Fig. 1: run 1, ports around the boundary
Pins as bars across the die edge, other pins in gray.
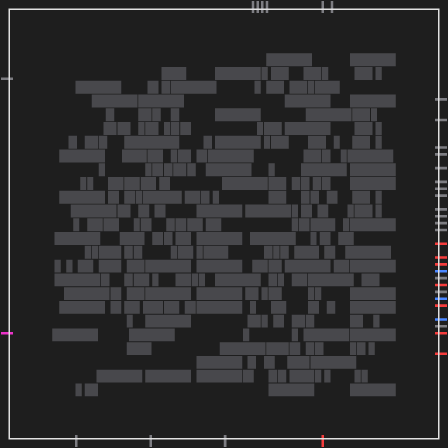
Fig. 2: run 1, cell sizes after repair
Scale bar: 20 um.
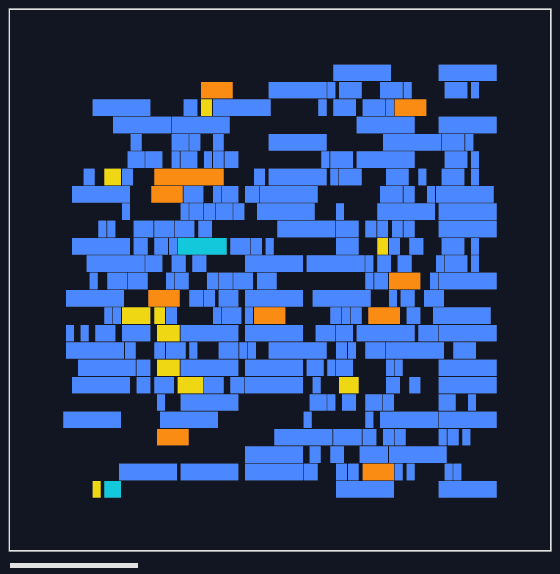
Fig. 3: run 1, placement by cell class
Scale bar: 20 um.
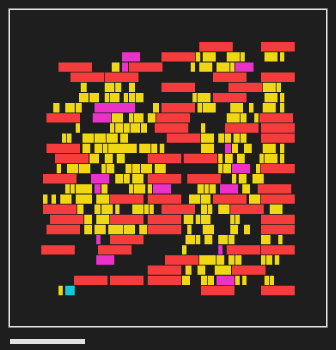
[src/rtl/truth_table_driver.sv]
// truth_table_driver: steps A/B/C through the 8 input combinations of the
// three-input logic lab block, one per debounced button press, and captures
// the block's O1/O2 responses into 8-entry tables for LED display.
// Optional macro TRUTH_TABLE_AUTO_RUN_EN adds an auto_en input and a timer
// that steps automatically every AUTO_PERIOD cycles.
module truth_table_driver #(
  parameter int DEBOUNCE_CYCLES = 500000,
  parameter int AUTO_PERIOD     = 100000000
) (
  input  logic       clk,
  input  logic       reset,
  input  logic       btn_step,
  input  logic       btn_clear,
`ifdef TRUTH_TABLE_AUTO_RUN_EN
  input  logic       auto_en,
`endif
  input  logic       o1_in,
  input  logic       o2_in,
  output logic       a_out,
  output logic       b_out,
  output logic       c_out,
  output logic [2:0] index,
  output logic [7:0] o1_table,
  output logic [7:0] o2_table,
  output logic [7:0] valid,
  output logic       done
);

  localparam int DB_W = (DEBOUNCE_CYCLES > 2) ? $clog2(DEBOUNCE_CYCLES) : 1;
  localparam logic [DB_W-1:0] DB_LAST = DB_W'(DEBOUNCE_CYCLES - 1);

  localparam logic [2:0] ST_IDLE    = 3'd0;
  localparam logic [2:0] ST_SETTLE  = 3'd1;
  localparam logic [2:0] ST_CAPTURE = 3'd2;
  localparam logic [2:0] ST_ADVANCE = 3'd3;
  localparam logic [2:0] ST_DONE    = 3'd4;

  logic            step_s1_q, step_s2_q;
  logic            clr_s1_q, clr_s2_q;
  logic [DB_W-1:0] db_cnt_q, db_cnt_d;
  logic            deb_q, deb_d;
  logic            deb_prev_q, deb_prev_d;
  logic            step_pulse_q, step_pulse_d;
  logic            step;

  logic [2:0]      state_q, state_d;
  logic [2:0]      index_q, index_d;
  logic [7:0]      o1_table_q, o1_table_d;
  logic [7:0]      o2_table_q, o2_table_d;
  logic [7:0]      valid_q, valid_d;
  logic            done_q, done_d;

  // Two-flop synchronizers for the raw buttons
  always_ff @(posedge clk or posedge reset) begin
    if (reset) begin
      step_s1_q <= 1'b0;
      step_s2_q <= 1'b0;
      clr_s1_q  <= 1'b0;
      clr_s2_q  <= 1'b0;
    end else begin
      step_s1_q <= btn_step;
      step_s2_q <= step_s1_q;
      clr_s1_q  <= btn_clear;
      clr_s2_q  <= clr_s1_q;
    end
  end

  // Debounce: the level only follows the synced button after it has differed
  // for DEBOUNCE_CYCLES consecutive cycles; the pulse marks a 0->1 flip only
  always_comb begin
    db_cnt_d     = '0;
    deb_d        = deb_q;
    deb_prev_d   = deb_q;
    step_pulse_d = deb_q & ~deb_prev_q;
    if (step_s2_q != deb_q) begin
      if (db_cnt_q == DB_LAST) begin
        deb_d = step_s2_q;
      end else begin
        db_cnt_d = db_cnt_q + 1'b1;
      end
    end
  end

  // Debounce state registers
  always_ff @(posedge clk or posedge reset) begin
    if (reset) begin
      db_cnt_q     <= '0;
      deb_q        <= 1'b0;
      deb_prev_q   <= 1'b0;
      step_pulse_q <= 1'b0;
    end else begin
      db_cnt_q     <= db_cnt_d;
      deb_q        <= deb_d;
      deb_prev_q   <= deb_prev_d;
      step_pulse_q <= step_pulse_d;
    end
  end

`ifdef TRUTH_TABLE_AUTO_RUN_EN
  localparam int AP_W = (AUTO_PERIOD > 2) ? $clog2(AUTO_PERIOD) : 1;
  localparam logic [AP_W-1:0] AP_LAST = AP_W'(AUTO_PERIOD - 1);

  logic            auto_s1_q, auto_s2_q;
  logic [AP_W-1:0] auto_cnt_q, auto_cnt_d;
  logic            auto_pulse_q, auto_pulse_d;

  // Free-running auto-step timer, held at zero while disabled or clearing
  always_comb begin
    auto_cnt_d   = '0;
    auto_pulse_d = 1'b0;
    if (auto_s2_q && !clr_s2_q) begin
      if (auto_cnt_q == AP_LAST) begin
        auto_pulse_d = 1'b1;
      end else begin
        auto_cnt_d = auto_cnt_q + 1'b1;
      end
    end
  end

  // Auto-run synchronizer and timer registers
  always_ff @(posedge clk or posedge reset) begin
    if (reset) begin
      auto_s1_q    <= 1'b0;
      auto_s2_q    <= 1'b0;
      auto_cnt_q   <= '0;
      auto_pulse_q <= 1'b0;
    end else begin
      auto_s1_q    <= auto_en;
      auto_s2_q    <= auto_s1_q;
      auto_cnt_q   <= auto_cnt_d;
      auto_pulse_q <= auto_pulse_d;
    end
  end

  assign step = step_pulse_q | auto_pulse_q;
`else
  assign step = step_pulse_q;
`endif

  // Sweep FSM: clear overrides everything; steps outside IDLE/DONE are dropped
  always_comb begin
    state_d    = state_q;
    index_d    = index_q;
    o1_table_d = o1_table_q;
    o2_table_d = o2_table_q;
    valid_d    = valid_q;
    done_d     = done_q;
    if (clr_s2_q) begin
      state_d    = ST_IDLE;
      index_d    = 3'd0;
      o1_table_d = 8'h00;
      o2_table_d = 8'h00;
      valid_d    = 8'h00;
      done_d     = 1'b0;
    end else begin
      case (state_q)
        ST_IDLE: begin
          if (step) state_d = ST_SETTLE;
        end
        ST_SETTLE: begin
          state_d = ST_CAPTURE;
        end
        ST_CAPTURE: begin
          o1_table_d[index_q] = o1_in;
          o2_table_d[index_q] = o2_in;
          valid_d[index_q]    = 1'b1;
          state_d             = ST_ADVANCE;
        end
        ST_ADVANCE: begin
          if (index_q == 3'd7) begin
            done_d  = 1'b1;
            state_d = ST_DONE;
          end else begin
            index_d = index_q + 3'd1;
            state_d = ST_IDLE;
          end
        end
        ST_DONE: begin
          if (step) begin
            index_d    = 3'd0;
            o1_table_d = 8'h00;
            o2_table_d = 8'h00;
            valid_d    = 8'h00;
            done_d     = 1'b0;
            state_d    = ST_IDLE;
          end
        end
        default: begin
          state_d = ST_IDLE;
        end
      endcase
    end
  end

  // Sweep state and result table registers
  always_ff @(posedge clk or posedge reset) begin
    if (reset) begin
      state_q    <= ST_IDLE;
      index_q    <= 3'd0;
      o1_table_q <= 8'h00;
      o2_table_q <= 8'h00;
      valid_q    <= 8'h00;
      done_q     <= 1'b0;
    end else begin
      state_q    <= state_d;
      index_q    <= index_d;
      o1_table_q <= o1_table_d;
      o2_table_q <= o2_table_d;
      valid_q    <= valid_d;
      done_q     <= done_d;
    end
  end

  assign {a_out, b_out, c_out} = index_q;
  assign index    = index_q;
  assign o1_table = o1_table_q;
  assign o2_table = o2_table_q;
  assign valid    = valid_q;
  assign done     = done_q;

endmodule

[config.mk]
export PLATFORM = sky130hd
export DESIGN_NAME = truth_table_driver
export DESIGN_NICKNAME = d
export VERILOG_FILES = /design/src/rtl/truth_table_driver.sv
export SDC_FILE = /design/constraint.sdc
export NUM_CORES = 1
export LEC_CHECK = 0
export CAP_MARGIN = 10
export CORE_MARGIN = 8
export CORE_UTILIZATION = 55
export CTS_CLUSTER_DIAMETER = 60
export DETAILED_ROUTE_END_ITERATION = 12
export DONT_BUFFER_PORTS = 1
export PLACE_DENSITY = 0.7
export REMOVE_ABC_BUFFERS = 1
export SLEW_MARGIN = 0
export SYNTH_ARGS = -nofsm -noshare
export SYNTH_HDL_FRONTEND = slang
export SYNTH_SLANG_ARGS = --single-unit
[constraint.sdc]
create_clock -name clk -period 5.5 [get_ports clk]
set_input_delay 0.55 -clock clk [delete_from_list [all_inputs] [get_ports clk]]
set_output_delay 0.55 -clock clk [all_outputs]
set_load 0.005 [all_outputs]
==> flow_summary.json, run 1 <==
{
  "place.gp.congestion": 0.8131,
  "cts_hold_buf": 0,
  "postSynthCellCount": 245,
  "cts_buffers": 9,
  "clockPowerShare_pct": 44.8,
  "drtPass1Iterations": 4,
  "setup.worst_path.start_class": "register",
  "layout-drive-gt1-share_pct": 8.907,
  "cts_sinks": 57,
  "hold_viol": 0,
  "die_w_um": 84.66,
  "crit_slowest_cell": "o31ai_4",
  "powerClk_uw": 363,
  "fin_crit_ns": 2.001,
  "post-route-period-util_pct": 36.38,
  "num_io_pins": 37,
  "cts_setup_buffers": 0,
  "rows": 25,
  "setup_viol": 0,
  "mux_share_pct": 6.612,
  "largest_reg_flops": 19,
  "seq_cell_power_uw": 426,
  "irDropWorstVdd_mv": 0.1684,
  "dp.cells": 286,
  "area_growth_pct": 6.950,
  "globalRouteMet3Util_pct": 4.195,
  "grtUsageMet1_pct": 17.45,
  "drc": 0,
  "clk_pin_slew_ns": 0.06,
  "gr-usage-all-layers_pct": 14.73,
  "status": "finished clean",
  "root_buffer": "clkbuf_8",
  "synthAdderAreaFrac_pct": 1.448,
  "setup_tns_ns": 0,
  "ys_sh_simple_pct": 21.91,
  "worstHoldPathType": "input pin to register",
  "use_met2_pct": 22.62,
  "slew_headroom_pct": 22.56,
  "tightest_slew_ns": 1.162,
  "clock_latency_ns": 0.33,
  "regMostFlops": "db_cnt_q",
  "yosysWarnings": 0,
  "antenna_left": 0,
  "htree_levels": 3,
  "worst-setup-path-type": "register to register",
  "die_h_um": 84.66,
  "ys_chip_area_um2": 2592,
  "synth_top_cell_by_area": "dfrtp_1",
  "vias": 1751,
  "max_stage_delay_ns": 0.61,
  "final_common_cell": "dfrtp_1",
  "final_cell_mix": "dfrtp_1 (57), nand2_1 (34), nor2_1 (18), mux2i_1 (16), nand3_1 (15)",
  "netlist-cell-type-count": 42,
  "wl_met2_mm": 2.236,
  "pwr-share-comb_pct": 2.6,
  "fin_nets": 252,
  "overflow": 0,
  "synth_flops": 57,
  "drv_cap": 0,
  "ys_cells": 245,
  "die-area_um2": 7166,
  "crit_buf_inv": 0,
  "synth_area_um2": 2592,
  "via_per_inst": 5.817,
  "wire_per_inst_um": 16.29,
  "drtIter0Drc": 75,
  "top_layer": "met4",
  "top_cells_by_area": "dfrtp_1 (55%), mux2i_1 (6.2%), nand2_1 (4.9%)",
  "top_cell_area_share_pct": 55.02,
  "p_comb_uw": 20.8,
  "antenna_found_initial": 0,
  "leakagePower_uw": 0.001304,
  "cp.arrival_ns": 2.19,
  "busiest_layer": "met2",
  "portBuffers": 0,
  "rsz0062_at_grt": "no",
  "cts_buffer_depth": 2,
  "top_power_group": "registers"
}
Back to the opening pictures, Fig. 1:
`index` -> blue  # pins 3, direction output, edge right
`valid` -> red  # pins 8, direction output, edge 7 right, 1 bottom
`btn_step` -> magenta  # pins 1, direction input, edge left
all pins by edge = 25 right, 6 top, 4 bottom, 2 left

Back to the opening pictures, Fig. 2:
_6 and larger -> orange  # cells 10, most used clkbuf_8
_0 and _1 cells -> blue  # cells 225, most used dfrtp_1
_3 and _4 cells -> cyan  # cells 2
_2 cells -> yellow  # cells 10, most used clkinv_2
post-route cell area: 2773 um^2
Non-clk bufs: 1
fin worst setup slack: 3.499 ns

Back to the opening pictures, Fig. 3:
combinational and other logic -> yellow  # cells 174, share of their area 40%
clock drivers and dummy loads -> magenta  # cells 15, share of their area 6.5%
remaining buffers and delay cells -> cyan  # cells 1, share of their area 0.28%
sequential cells -> red  # cells 57, share of their area 53%

[run 1: cells in the mapped netlist (all sizes together)]
cell type  count
dfrtp         57
nand2         34
nor2          18
mux2i         16
nand3         16
nand4         10
a21oi          8
buf            8
o21ai          7
xor2           7
clkbuf         6
o31ai          6
xnor2          6
nor2b          5
inv            4
or3            4
a22o           3
and2           3
and4           3
ha             3
nor3           3
or4            3
and3           2
nand2b         2
nor3b          2
nor4b          2
a22oi          1
a32o           1
mux2           1
nand3b         1
nor4           1
o21a           1
or2            1
[run 1: worst reg2reg max path, stage by stage, from the launching register on]
cell and delay, ns:
dfrtp_1 0.42, ha_1 0.22, and4_2 0.32, nand4_1 0.16, o31ai_4 0.61, nor2_1 0.12
[run 1: per-stage QoR]
step / hold slack, ns / util [%] / setup WS, ns / total power, uW
floorplan: 0.3312 / - / 3.550 / 448.8
global placement: 0.3342 / 56.08 / 3.560 / 455.5
detailed placement: 0.3403 / 56.08 / 3.485 / 455.7
CTS: 0.2246 / 59.89 / 3.475 / 822.5
global route: 0.2244 / 59.89 / 3.339 / 837.3
finish: 0.2426 / 59.89 / 3.499 / 809.7
[run 1: worst paths after layout]
path | endpoint | slack (ns) | cells past startpoint
max | db_cnt_q[12] | 3.50 | 5
min | step_s1_q | 0.24 | 0
max reg2reg | db_cnt_q[12] | 3.50 | 5
min reg2reg | clr_s2_q | 0.35 | 0
max in group asynchronous | db_cnt_q[15] | 4.76 | 2
min in group asynchronous | done | 0.29 | 2
[run 1: layout make-up]
class / count / area, um^2
repair buffers: 1 / 7.507
clock inverters: 4 / 45.04
fillers: 408 / 1857
well taps: 54 / 67.56
clock buffers: 11 / 131.4
multi-input cells: 170 / 1080
inverters: 4 / 15.01
flip-flops and latches: 57 / 1426
## Run 2: what changed since run 1
==> constraint.sdc (replaced) <==
create_clock -name clk -period 2 [get_ports clk]
set_input_delay 0.2 -clock clk [delete_from_list [all_inputs] [get_ports clk]]
set_output_delay 0.2 -clock clk [all_outputs]
set_load 0.005 [all_outputs]
Fig. 4: run 2, clock wiring as the flow saved it
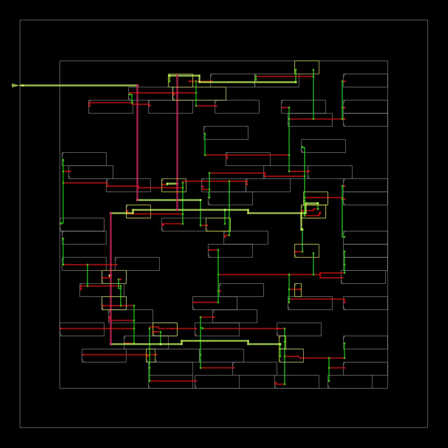
worst-skew pair later-pin latency: 0.34 ns
clock buffer count from CTS: 9
Clk. pwr: 1130 uW

Fig. 5: run 2, ports around the boundary
Pins as bars across the die edge, other pins in gray.
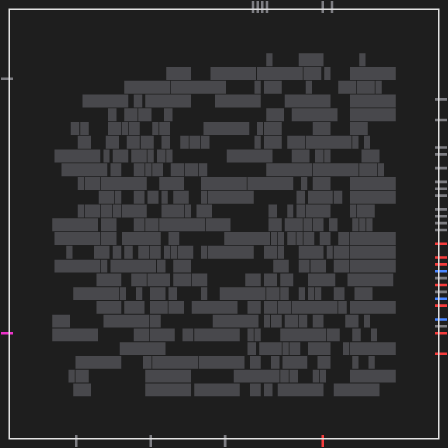
`btn_step` -> magenta  # pins 1, direction input, edge left
`index` -> blue  # pins 3, direction output, edge right
`valid` -> red  # pins 8, direction output, edge 7 right, 1 bottom
all pins by edge = 25 right, 6 top, 4 bottom, 2 left
die height: 84.66 um
die width: 84.66 um

==> run 2 against run 1 <==
  * Clock power rose to 3.1 times the previous value
  * Largest power group unchanged
  * First-iteration DRC count grew 27%
  * Largest cell class unchanged
  * Maximum frequency is 9.0% higher
  * Sequential power went up to 2.7 times the previous value
  * Critical path type unchanged
==> flow_summary.json, run 2 <==
{
  "postSynthCellCount": 245,
  "regMostFlops": "db_cnt_q",
  "htree_levels": 3,
  "final_common_cell": "dfrtp_1",
  "crit_buf_inv": 0,
  "cts_buffer_depth": 2,
  "largest_reg_flops": 19,
  "final_cell_mix": "dfrtp_1 (57), nand2_1 (34), nor2_1 (18), mux2i_1 (16), nand3_1 (15)",
  "ys_chip_area_um2": 2592,
  "crit_slowest_cell": "or4_1",
  "pre_cts_ws_ns": 0.1340,
  "post-route-period-util_pct": 91.77,
  "rsz0062_at_grt": "no",
  "synth_top_cell_by_area": "dfrtp_1",
  "postLayoutCellArea_um2": 2909,
  "path_cells": "ha_1, and4_2, nand4_1, or4_1, a21oi_1",
  "use_met2_pct": 23.55,
  "cts_sinks": 57,
  "vias": 1796,
  "root_buffer": "clkbuf_8",
  "drv_cap": 0,
  "globalRouteMet3Util_pct": 7.512,
  "gr-usage-all-layers_pct": 15.40,
  "fin_crit_ns": 1.835,
  "drc": 0,
  "netlist-cell-type-count": 42,
  "die-area_um2": 7166,
  "area_growth_pct": 12.21,
  "ys_cells": 245,
  "fill_cells": 380,
  "portBuffers": 0,
  "rows": 25,
  "status": "finished clean",
  "antenna_found_initial": 0,
  "whs_ns": 0.2063,
  "grtUsageMet1_pct": 17.59,
  "yosys-top-cells-count": "dfrtp_1 (57), nand2_1 (34), nor2_1 (18), mux2i_1 (16), nand3_1 (15)",
  "tightest_slew_ns": 0.7016,
  "power.total_uw": 2369,
  "top_cells_by_area": "dfrtp_1 (55%), mux2i_1 (6.2%), nand2_1 (4.9%)",
  "worstHoldPathType": "input pin to register",
  "setup_tns_ns": 0,
  "synth-main-ff-cell": "dfrtp_1",
  "dp.cells": 294,
  "worst_slack_ns": 0.1645,
  "setup.worst_path.start_class": "register",
  "synth_top_cell_by_count": "dfrtp_1",
  "cp.arrival_ns": 2.10,
  "num_io_pins": 37,
  "synth_area_um2": 2592,
  "fin_nets": 264,
  "yosysWarnings": 0,
  "cts_setup_buffers": 0,
  "overflow": 0,
  "edf_count": 0,
  "busiest_layer": "met2",
  "max_stage_delay_ns": 0.44,
  "antenna_left": 0,
  "synth_flops": 57,
  "worst-setup-path-type": "register to register",
  "wl_met2_mm": 2.449,
  "setup_viol": 0,
  "leakagePower_uw": 0.001380,
  "utilization_pct": 62.84,
  "clk_pin_slew_ns": 0.07
}
## run 2: timing repair
action                                  in CTS  in global routing
hold endpoints to repair                    59                  0
endpoints found under the setup margin       0                  0
hold buffers                                 3                  0
resized                                      0                  0
## run 2: final timing paths
path | cells past startpoint | slack [ns] | end
max reg2reg | 5 | 0.16 | db_cnt_q[18]
min | 2 | 0.21 | o1_table[7]
max | 5 | 0.16 | db_cnt_q[18]
min reg2reg | 0 | 0.35 | clr_s2_q
max in group asynchronous | 3 | 1.02 | o1_table[3]
min in group asynchronous | 3 | 0.51 | step_s1_q
## run 2: cell families (layout without fill, tap and decap cells)
group	Yosys count	count (layout)	synth area share, %
DFF	57	57	55.02
buffers and inverters	18	33	3.330
muxes	17	17	6.612
AOI/OAI and AO/OA	27	27	7.288
and+or+nand+nor	110	110	21.91
xor gates and xnor gates	13	13	4.392
adders and majority gates	3	3	1.448
## run 2: worst reg2reg max path: cells and delay by family, from the launching register on
family                     cells  cell delay [ns]
adders and majority gates      1             0.22
and+or+nand+nor                3             0.97
AOI/OAI and AO/OA              1             0.15
DFF                            1             0.43
## run 2: power breakdown
| group | internal [uW] | total (uW) | switching [uW] |
|---|---|---|---|
| combinational | 20.1 | 69.0 | 48.9 |
| clock | 677 | 1130 | 451 |
| sequential | 1160 | 1170 | 10.5 |
| total | 1860 | 2370 | 510 |
## run 2: final cells by class
| type | instances | area (um^2) | share of cell area [%] |
|---|---|---|---|
| inverters | 4 | 15.01 | 0.5161 |
| flip-flops and latches | 57 | 1426 | 49.03 |
| clock inverters | 2 | 35.03 | 1.204 |
| repair buffers | 13 | 112.6 | 3.871 |
| multi-input cells | 170 | 1080 | 37.12 |
| clock buffers | 14 | 172.7 | 5.935 |
| well taps | 54 | 67.56 | 2.323 |
## Run 3: what changed since run 2
--- a/config.mk
+++ b/config.mk
@@ -7,11 +7,11 @@
 export LEC_CHECK = 0
 export CAP_MARGIN = 10
 export CORE_MARGIN = 8
-export CORE_UTILIZATION = 55
+export CORE_UTILIZATION = 50
 export CTS_CLUSTER_DIAMETER = 60
 export DETAILED_ROUTE_END_ITERATION = 12
 export DONT_BUFFER_PORTS = 1
-export PLACE_DENSITY = 0.7
+export GPL_ROUTABILITY_DRIVEN = 0
 export REMOVE_ABC_BUFFERS = 1
 export SLEW_MARGIN = 0
 export SYNTH_ARGS = -nofsm -noshare
Fig. 6: run 3, clock wiring as the flow saved it
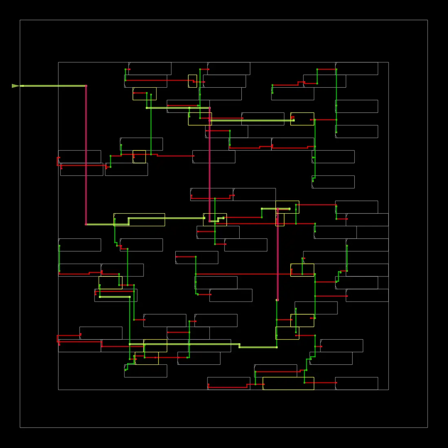
Clk. pwr: 1220 uW
clock sinks: 57
skew final: 0.01099 ns

Fig. 7: run 3, cell sizes after repair
Scale bar: 20 um.
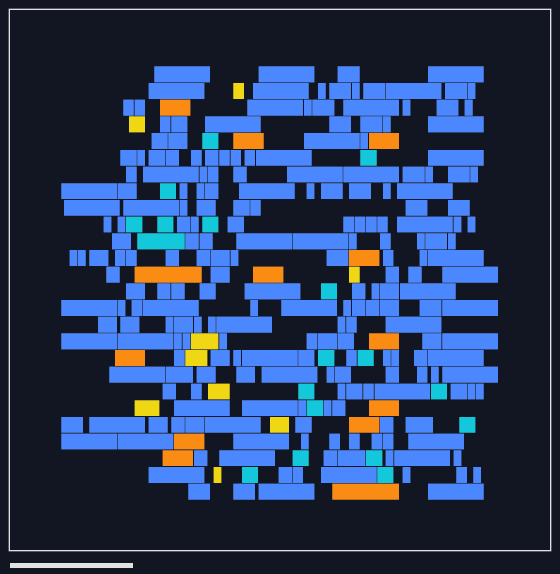
_0 and _1 cells -> blue  # cells 226, most used dfrtp_1
_6 and larger -> orange  # cells 13, most used clkbuf_8
_3 and _4 cells -> cyan  # cells 18, most used buf_4
_2 cells -> yellow  # cells 9, most used clkinv_2

==> run 3 against run 2 <==
  * Clock power grew 8%
  * Sequential share of layout area shrank 1.3 points
  * Register-to-register slack is essentially flat
  * Clock skew shrank 0.00053 ns
  * Non-clock buffer count grew 6
  * Die area grew 8.1%
  * Critical endpoint unchanged
  * Largest cell class unchanged
  * Via count shrank 0.45%
==> flow_summary.json, run 3 <==
{
  "setup.worst_path.start_class": "register",
  "slew_headroom_pct": 44.19,
  "netlist-cell-type-count": 42,
  "wire_per_inst_um": 15.24,
  "clk_pin_slew_ns": 0.07,
  "tightest_slew_ns": 0.8371,
  "crit_slowest_cell": "or4_1",
  "drv_cap": 0,
  "die-area_um2": 7745,
  "wl_met2_mm": 2.337,
  "vias": 1788,
  "synth_top_cell_by_count": "dfrtp_1",
  "globalRouteMet3Util_pct": 6.191,
  "whs_ns": 0.2044,
  "top_cell_area_share_pct": 55.02,
  "yosys-top-cells-count": "dfrtp_1 (57), nand2_1 (34), nor2_1 (18), mux2i_1 (16), nand3_1 (15)",
  "path_cells": "ha_1, and4_2, nand4_1, or4_1, a21oi_1",
  "edf_count": 0,
  "cts_resized": 0,
  "fin_nets": 270,
  "irDropWorstVdd_mv": 0.5326,
  "rrSetupSlack_ns": 0.18,
  "post-route-period-util_pct": 91.11,
  "postSynthCellCount": 245,
  "setup_tns_ns": 0,
  "pwr-share-comb_pct": 3.0,
  "rsz0062_at_grt": "no",
  "area_growth_pct": 15.25,
  "drtPass1Iterations": 4,
  "rows": 26,
  "die_w_um": 88.01,
  "hold_viol": 0,
  "regMostFlops": "db_cnt_q",
  "ys_cells": 245,
  "synth_flops": 57,
  "r2r_cells": 5,
  "final_common_cell": "dfrtp_1",
  "antenna_found_initial": 0,
  "status": "finished clean",
  "cts_buffers": 9,
  "top_cells_by_area": "dfrtp_1 (55%), mux2i_1 (6.2%), nand2_1 (4.9%)",
  "final_cell_mix": "dfrtp_1 (57), nand2_1 (34), nor2_1 (18), mux2i_1 (16), buf_4 (16)",
  "min_to": "o1_table[0]",
  "r2r_end": "db_cnt_q[18]",
  "fill_cells": 443,
  "num_io_pins": 37,
  "power_switching_uw": 515.5,
  "p_sw_share_pct": 20.92,
  "overflow": 0,
  "yosysWarnings": 0,
  "die_h_um": 88.01,
  "postLayoutCellArea_um2": 2988,
  "async_flop_share_pct": 100.0,
  "worstHoldPathType": "input pin to register",
  "utilization_pct": 59.26,
  "drtIter0Drc": 60,
  "use_met2_pct": 22.78,
  "gr-usage-all-layers_pct": 14.94,
  "fin_crit_ns": 1.822,
  "setup_viol": 0,
  "root_buffer": "clkbuf_8",
  "seq_cell_power_uw": 1170,
  "clockPowerShare_pct": 49.5,
  "max_stage_delay_ns": 0.44,
  "worst_slack_ns": 0.1779,
  "worst-setup-path-type": "register to register",
  "top_power_group": "the clock network",
  "busiest_layer": "met2"
}
-- run 3: cell count changes in the layout (fill, tap and decap cells not counted) --
cell,previous run,this run
clkbuf_1,2,0
clkinv_2,1,2
buf_8,1,0
bufinv_16,1,2
clkinvlp_4,0,1
clkbuf_8,12,11
buf_4,9,16
-- run 3: area by class of cell --
type / instances / area, um^2 / share of cell area [%]
Clock inverter: 5 / 77.57 / 2.596
Timing Repair Buffer: 19 / 150.1 / 5.025
Clock buffer: 11 / 151.4 / 5.067
Inverter: 4 / 15.01 / 0.5025
Sequential cell: 57 / 1426 / 47.74
Multi-Input combinational cell: 170 / 1080 / 36.14
Tap cell: 70 / 87.58 / 2.931
-- run 3: how the worst max path moves through the flow --
| stage | slack, ns | from | to | depth (start not counted) |
|---|---|---|---|---|
| after floorplan | 0.27 | db_cnt_q[0] | db_cnt_q[10] | 5 |
| after global placement | 0.20 | state_q[2] | o1_table[2] | 5 |
| after detailed placement | 0.18 | db_cnt_q[0] | db_cnt_q[18] | 6 |
| after CTS | 0.17 | db_cnt_q[0] | db_cnt_q[14] | 6 |
| after global routing | 0.007 | db_cnt_q[0] | db_cnt_q[18] | 6 |
| final | 0.18 | db_cnt_q[0] | db_cnt_q[18] | 5 |
-- run 3: logic make-up after synthesis --
logic type | Yosys count | share of synthesized area (%)
DFF | 57 | 55.02
xor gates and xnor gates | 13 | 4.392
and+or+nand+nor | 110 | 21.91
muxes | 17 | 6.612
AOI/OAI and AO/OA | 27 | 7.288
buffers and inverters | 18 | 3.330
adders and majority gates | 3 | 1.448
-- run 3: repair_timing --
item / 4_1_cts / 5_1_grt
buffers inserted: 0 / 2
hold buffers: 3 / 0
endpoints found under the hold margin: 27 / 0
endpoints found under the setup margin: 0 / 1

==> layout pictures side by side <==
Clock network drawn from the DEF.
(a)
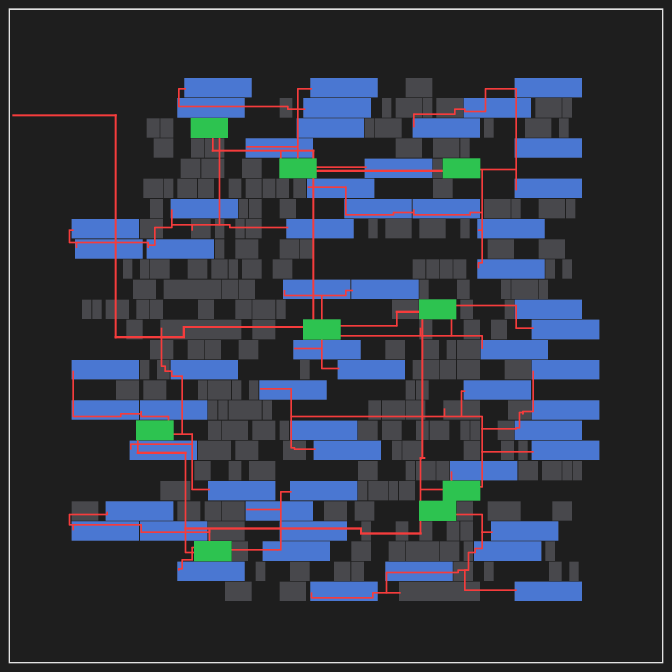
(b)
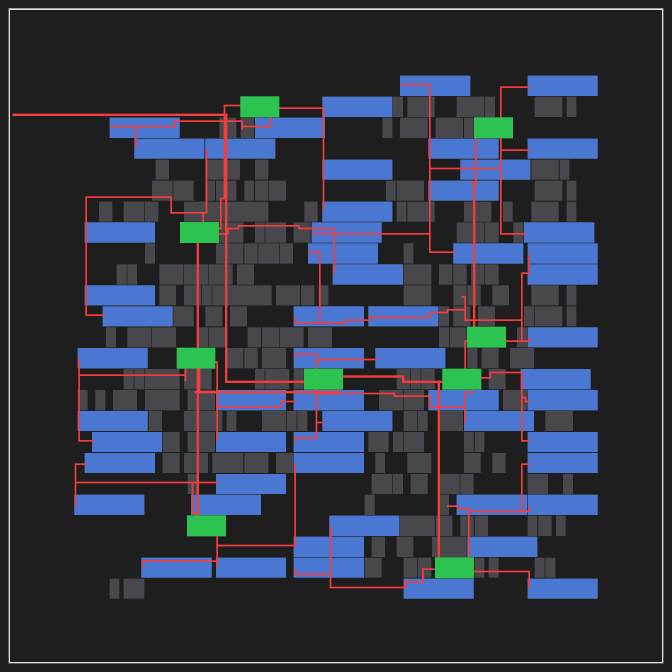
(c)
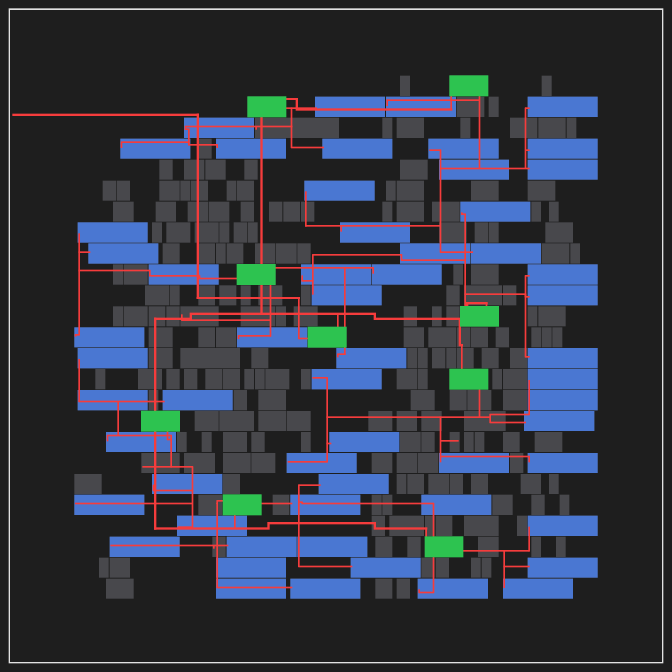
(a): run 3
(c): run 2
(b): run 1

Power figures rest on the tool's default switching activity, not on a simulated workload.
